layers.png
Drawn at 3 px/um. Only two layers are drawn.
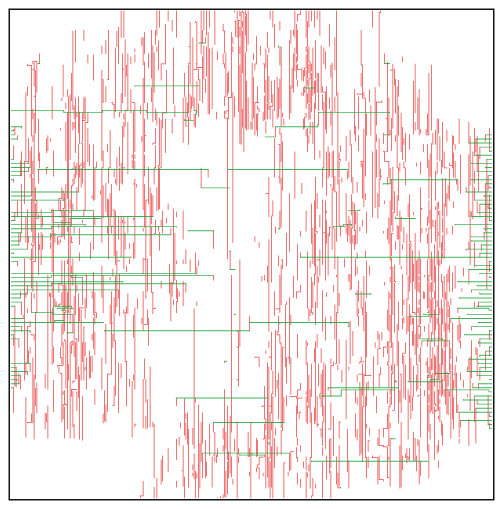
placed.png
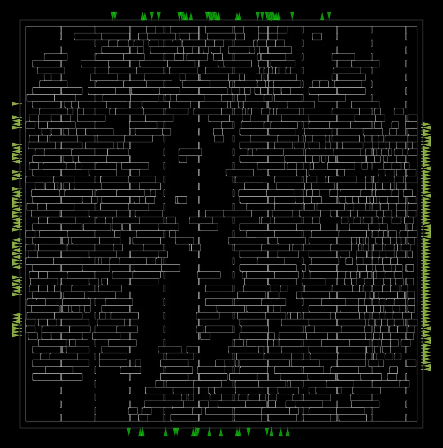
sizing.png
Drawn at 3 px/um.
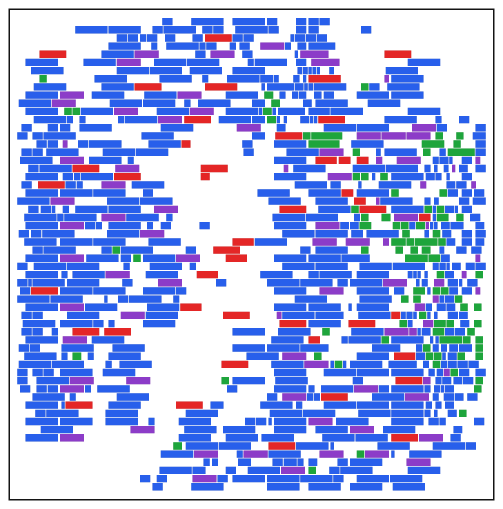
pinout.png
Drawn at 3 px/um. Pins as bars across the die edge, other pins in grey.
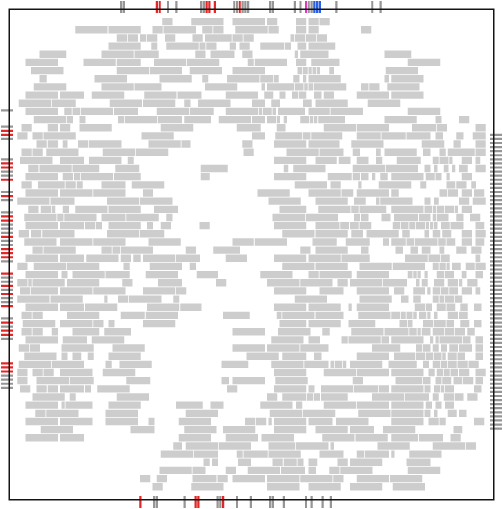
port_trees.png
Drawn at 1.5 px/um.
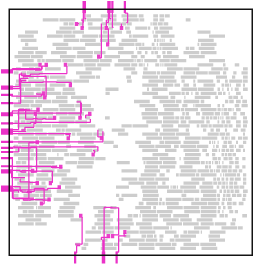
### src/rtl/instr_queue_if.sv
// Fetch-to-decode handshake bundle for the instruction queue.
// The master side is the driver/testbench; the slave side is the queue itself.
interface instr_queue_if #(
  parameter int unsigned AW = 2
);
  logic          flush;
  logic          in_valid;
  logic [31:0]   in_pc;
  logic [31:0]   in_instr;
  logic          in_ready;
  logic          out_valid;
  logic          out_ready;
  logic [31:0]   out_pc;
  logic [31:0]   out_pc_4;
  logic [31:0]   out_instr;
  logic [AW:0]   count;

  modport master (
    output flush, in_valid, in_pc, in_instr, out_ready,
    input  in_ready, out_valid, out_pc, out_pc_4, out_instr, count
  );

  modport slave (
    input  flush, in_valid, in_pc, in_instr, out_ready,
    output in_ready, out_valid, out_pc, out_pc_4, out_instr, count
  );
endinterface

### src/rtl/instr_queue.sv
// Circular FIFO of {pc, instr} pairs between fetch and decode.
// Head outputs read NOP values while empty; flush discards everything.
module instr_queue #(
  parameter int unsigned DEPTH = 4,
  parameter int unsigned AW    = 2
) (
  input  logic         clk,
  input  logic         rst,
  instr_queue_if.slave bus
);

  localparam logic [AW:0] FullCount = (AW + 1)'(DEPTH);

  logic [31:0]   r_pc_mem    [DEPTH];
  logic [31:0]   r_instr_mem [DEPTH];
  logic [AW-1:0] r_rd_ptr;
  logic [AW-1:0] r_wr_ptr;
  logic [AW:0]   r_count;

  logic [AW-1:0] w_rd_ptr_nxt;
  logic [AW-1:0] w_wr_ptr_nxt;
  logic [AW:0]   w_count_nxt;
  logic          w_in_ready;
  logic          w_out_valid;
  logic          w_push;
  logic          w_pop;
  logic [31:0]   w_head_pc;

  // Ready/valid depend only on registered occupancy: a full queue refuses a push even while popping.
  assign w_in_ready  = (r_count < FullCount);
  assign w_out_valid = (r_count != '0);
  assign w_push      = bus.in_valid && w_in_ready && !bus.flush;
  assign w_pop       = w_out_valid && bus.out_ready && !bus.flush;

  always_comb begin
    w_rd_ptr_nxt = r_rd_ptr;
    w_wr_ptr_nxt = r_wr_ptr;
    w_count_nxt  = r_count;
    if (bus.flush) begin
      w_rd_ptr_nxt = '0;
      w_wr_ptr_nxt = '0;
      w_count_nxt  = '0;
    end else begin
      if (w_push) begin
        w_wr_ptr_nxt = r_wr_ptr + AW'(1);
      end
      if (w_pop) begin
        w_rd_ptr_nxt = r_rd_ptr + AW'(1);
      end
      if (w_push && !w_pop) begin
        w_count_nxt = r_count + (AW + 1)'(1);
      end else if (w_pop && !w_push) begin
        w_count_nxt = r_count - (AW + 1)'(1);
      end
    end
  end

  always_ff @(posedge clk or negedge rst) begin
    if (!rst) begin
      r_rd_ptr <= '0;
      r_wr_ptr <= '0;
      r_count  <= '0;
    end else begin
      r_rd_ptr <= w_rd_ptr_nxt;
      r_wr_ptr <= w_wr_ptr_nxt;
      r_count  <= w_count_nxt;
    end
  end

  // Storage is not reset; occupancy alone decides what is visible.
  always_ff @(posedge clk) begin
    if (w_push) begin
      r_pc_mem[r_wr_ptr]    <= bus.in_pc;
      r_instr_mem[r_wr_ptr] <= bus.in_instr;
    end
  end

  assign w_head_pc     = w_out_valid ? r_pc_mem[r_rd_ptr] : 32'h0000_0000;
  assign bus.out_pc    = w_head_pc;
  assign bus.out_pc_4  = w_head_pc + 32'd4;
  assign bus.out_instr = w_out_valid ? r_instr_mem[r_rd_ptr] : 32'h0000_0000;
  assign bus.in_ready  = w_in_ready;
  assign bus.out_valid = w_out_valid;
  assign bus.count     = r_count;

endmodule

### src/flat_wrapper.sv
// flat-port wrapper written by rule: the top's interface ports become plain ports
module instr_queue_flat 
#(
  parameter int unsigned DEPTH = 4,
  parameter int unsigned AW    = 2
)
  (clk, rst, bus_flush, bus_in_valid, bus_in_pc, bus_in_instr, bus_out_ready, bus_in_ready, bus_out_valid, bus_out_pc, bus_out_pc_4, bus_out_instr, bus_count);
  instr_queue_if #(.AW(AW)) bus_i ();
  input  logic clk;
  input  logic rst;
  input wire logic [$bits(bus_i.flush)-1:0] bus_flush;
  input wire logic [$bits(bus_i.in_valid)-1:0] bus_in_valid;
  input wire logic [$bits(bus_i.in_pc)-1:0] bus_in_pc;
  input wire logic [$bits(bus_i.in_instr)-1:0] bus_in_instr;
  input wire logic [$bits(bus_i.out_ready)-1:0] bus_out_ready;
  output wire logic [$bits(bus_i.in_ready)-1:0] bus_in_ready;
  output wire logic [$bits(bus_i.out_valid)-1:0] bus_out_valid;
  output wire logic [$bits(bus_i.out_pc)-1:0] bus_out_pc;
  output wire logic [$bits(bus_i.out_pc_4)-1:0] bus_out_pc_4;
  output wire logic [$bits(bus_i.out_instr)-1:0] bus_out_instr;
  output wire logic [$bits(bus_i.count)-1:0] bus_count;
  assign bus_i.flush = bus_flush;
  assign bus_i.in_valid = bus_in_valid;
  assign bus_i.in_pc = bus_in_pc;
  assign bus_i.in_instr = bus_in_instr;
  assign bus_i.out_ready = bus_out_ready;
  assign bus_in_ready = bus_i.in_ready;
  assign bus_out_valid = bus_i.out_valid;
  assign bus_out_pc = bus_i.out_pc;
  assign bus_out_pc_4 = bus_i.out_pc_4;
  assign bus_out_instr = bus_i.out_instr;
  assign bus_count = bus_i.count;
  instr_queue #(.DEPTH(DEPTH), .AW(AW)) u_core (.clk(clk), .rst(rst), .bus(bus_i));
endmodule
### config.mk
export PLATFORM = sky130hd
export DESIGN_NAME = instr_queue_flat
export DESIGN_NICKNAME = d
export VERILOG_FILES = /design/src/rtl/instr_queue_if.sv /design/src/rtl/instr_queue.sv /design/src/flat_wrapper.sv
export SDC_FILE = /design/constraint.sdc
export NUM_CORES = 1
export LEC_CHECK = 0
export CORE_AREA = 2 2 159 161
export DETAILED_ROUTE_END_ITERATION = 10
export DIE_AREA = 0 0 161 163
export MAX_ROUTING_LAYER = met4
export PLACE_DENSITY = 0.72
export SYNTH_ARGS = -nofsm -noshare
export SYNTH_HDL_FRONTEND = slang
export SYNTH_SLANG_ARGS = --single-unit
### constraint.sdc
create_clock -name clk -period 3.5 [get_ports clk]
set_clock_uncertainty 0.05 [all_clocks]
set_input_delay 0.525 -clock clk [delete_from_list [all_inputs] [get_ports clk]]
set_output_delay 0.525 -clock clk [all_outputs]
set_load 0.02 [all_outputs]
==> qor.yml <==
sta:
  final.setup.worst_slack_ps: -194.8
  setup-violations-final: 8
  timing.setup.tns_ps: -774.9
  tightest_slew_ps: 414.8
place:
  place_inst: 1079
  place.gp.congestion: 0.8948
  post-dp-hpwl_um: 15460
finish:
  number_of_fillers_in_the_final_layout: 1833
  layout-area-overhead-vs-synth_pct: 30.95
  layout.cells.non_filler: 1141
  clock_tree_area_fraction: 0.05959
  nNetsFinal: 863
  largest_class: "sequential cells"
  final.signal_buffer_count: 228
drt:
  route.antenna.remaining_nets: 0
  drt-vias-per-instance: 5.218
  post-route-drc-count: 0
logic_synthesis:
  synth_cell_type_count: 43
  synth.top_cells.by_count: "sky130_fd_sc_hd__edfxtp_1, sky130_fd_sc_hd__and2_1, sky130_fd_sc_hd__mux4_2, sky130_fd_sc_hd__nand2_1, sky130_fd_sc_hd__xnor2_1"
  synth-seq-area-share: 0.7233
  yosys.area_share.simple: 0.08161
  postSynthNetCount: 633
global_route:
  grt_first_pass_wirelength_um: 35620
  first_global_vias: 6413
  grtUsageTotal: 0.1816
  grt_overflow_total: 0
  initial_antenna_violation_count: 3
outcome:
  outcome: "finished, violations left"
  failed_checks: "negative setup slack"
floorplan:
  chipArea_um2: 26240
  floorplanUtilization: 0.4406
clock_network:
  clock_sinks: 263
critical_path:
  worstRegToRegCells: 10
  critical_path_peak_fanout: 6
power_and_ir_drop:
  vdd_ir_max_mv: 0.5505
  comb_power_share: 0.420
## Picture notes: layers.png
[green] M3 | wire length: 1790 um
[red] M2 | wire length: 11800 um

## Picture notes: placed.png
Cell Rows: 58
core occupancy in the finished layout: 0.5769
count of flip-flops and latches: 263

## Picture notes: sizing.png
[red] x6 and larger | cells: 44
[blue] x1 and smaller | cells: 592
[green] x3 and x4 | cells: 88
[purple] x2 | cells: 84

## Picture notes: pinout.png
[magenta] bus_out_ready | pins: 1 | direction: input | edge: top
[red] bus_out_instr | pins: 32 | direction: output | edge: 22 left, 6 top, 4 bottom
[blue] bus_count | pins: 3 | direction: output | edge: top
die height: 163 um
count of input and output buffers: 169
width of the chip: 161 um

## Picture notes: port_trees.png
[magenta] bus_out_instr | bits: 32 | direction: output | edge: 22 left, 6 top, 4 bottom | end cells: 32 | buffers: 32 | wire: 1270 um

-- flip-flops by register name, indices dropped and copies added, names as in the netlist --
name and flops:
u_core.r_instr_mem 128, u_core.r_pc_mem 128, u_core.bus.count 3, u_core.r_rd_ptr 2, u_core.r_wr_ptr 2
-- cells by family (layout without fill, tap and decap cells) --
kind of cell	count (synthesis)	in the layout
AND-OR/OR-AND	3	3
XOR/XNOR	33	33
AND/OR/NAND/NOR	146	146
adder cells (fa/ha/maj)	6	6
buffers and inverters	41	291
multiplexers	66	66
flip-flops	263	263
other	0	3
-- critical path, stage by stage (launching register included) --
cell                       delay (ps)
sky130_fd_sc_hd__dfrtp_4          530
sky130_fd_sc_hd__buf_6            150
sky130_fd_sc_hd__nand4b_1         160
sky130_fd_sc_hd__and4_4           190
sky130_fd_sc_hd__or4b_4           540
sky130_fd_sc_hd__nor4_4           350
sky130_fd_sc_hd__buf_4            180
sky130_fd_sc_hd__nand4_1          120
sky130_fd_sc_hd__xnor2_1          210
sky130_fd_sc_hd__buf_4            170
-- layer usage --
| metal | up-vias | track usage | share of wire |
|---|---|---|---|
| met5 | - | - | 0 |
| met3 | 39 | 0.04711 | 0.077 |
| met1 | 3030 | 0.2181 | 0.40 |
| met4 | 0 | 0.04099 | 0.016 |
| met2 | 220 | 0.3115 | 0.50 |
| li1 | 2665 | - | - |
-- power by group through the flow --
stage	registers [mW]	logic, mW	clock network [mW]
floorplan	3.81	2.63	0
global placement	3.81	4.60	0
detailed placement	3.83	4.66	0
CTS	3.77	4.68	2.78
global route	3.78	4.97	2.90
finish	3.76	4.68	2.71
-- timing repair --
action,in CTS,in global routing
buffers inserted,4,6
pin swaps,10,14
endpoints found under the setup margin,33,38
gates resized,105,51
Power figures rest on the tool's default switching activity, not on a simulated workload.
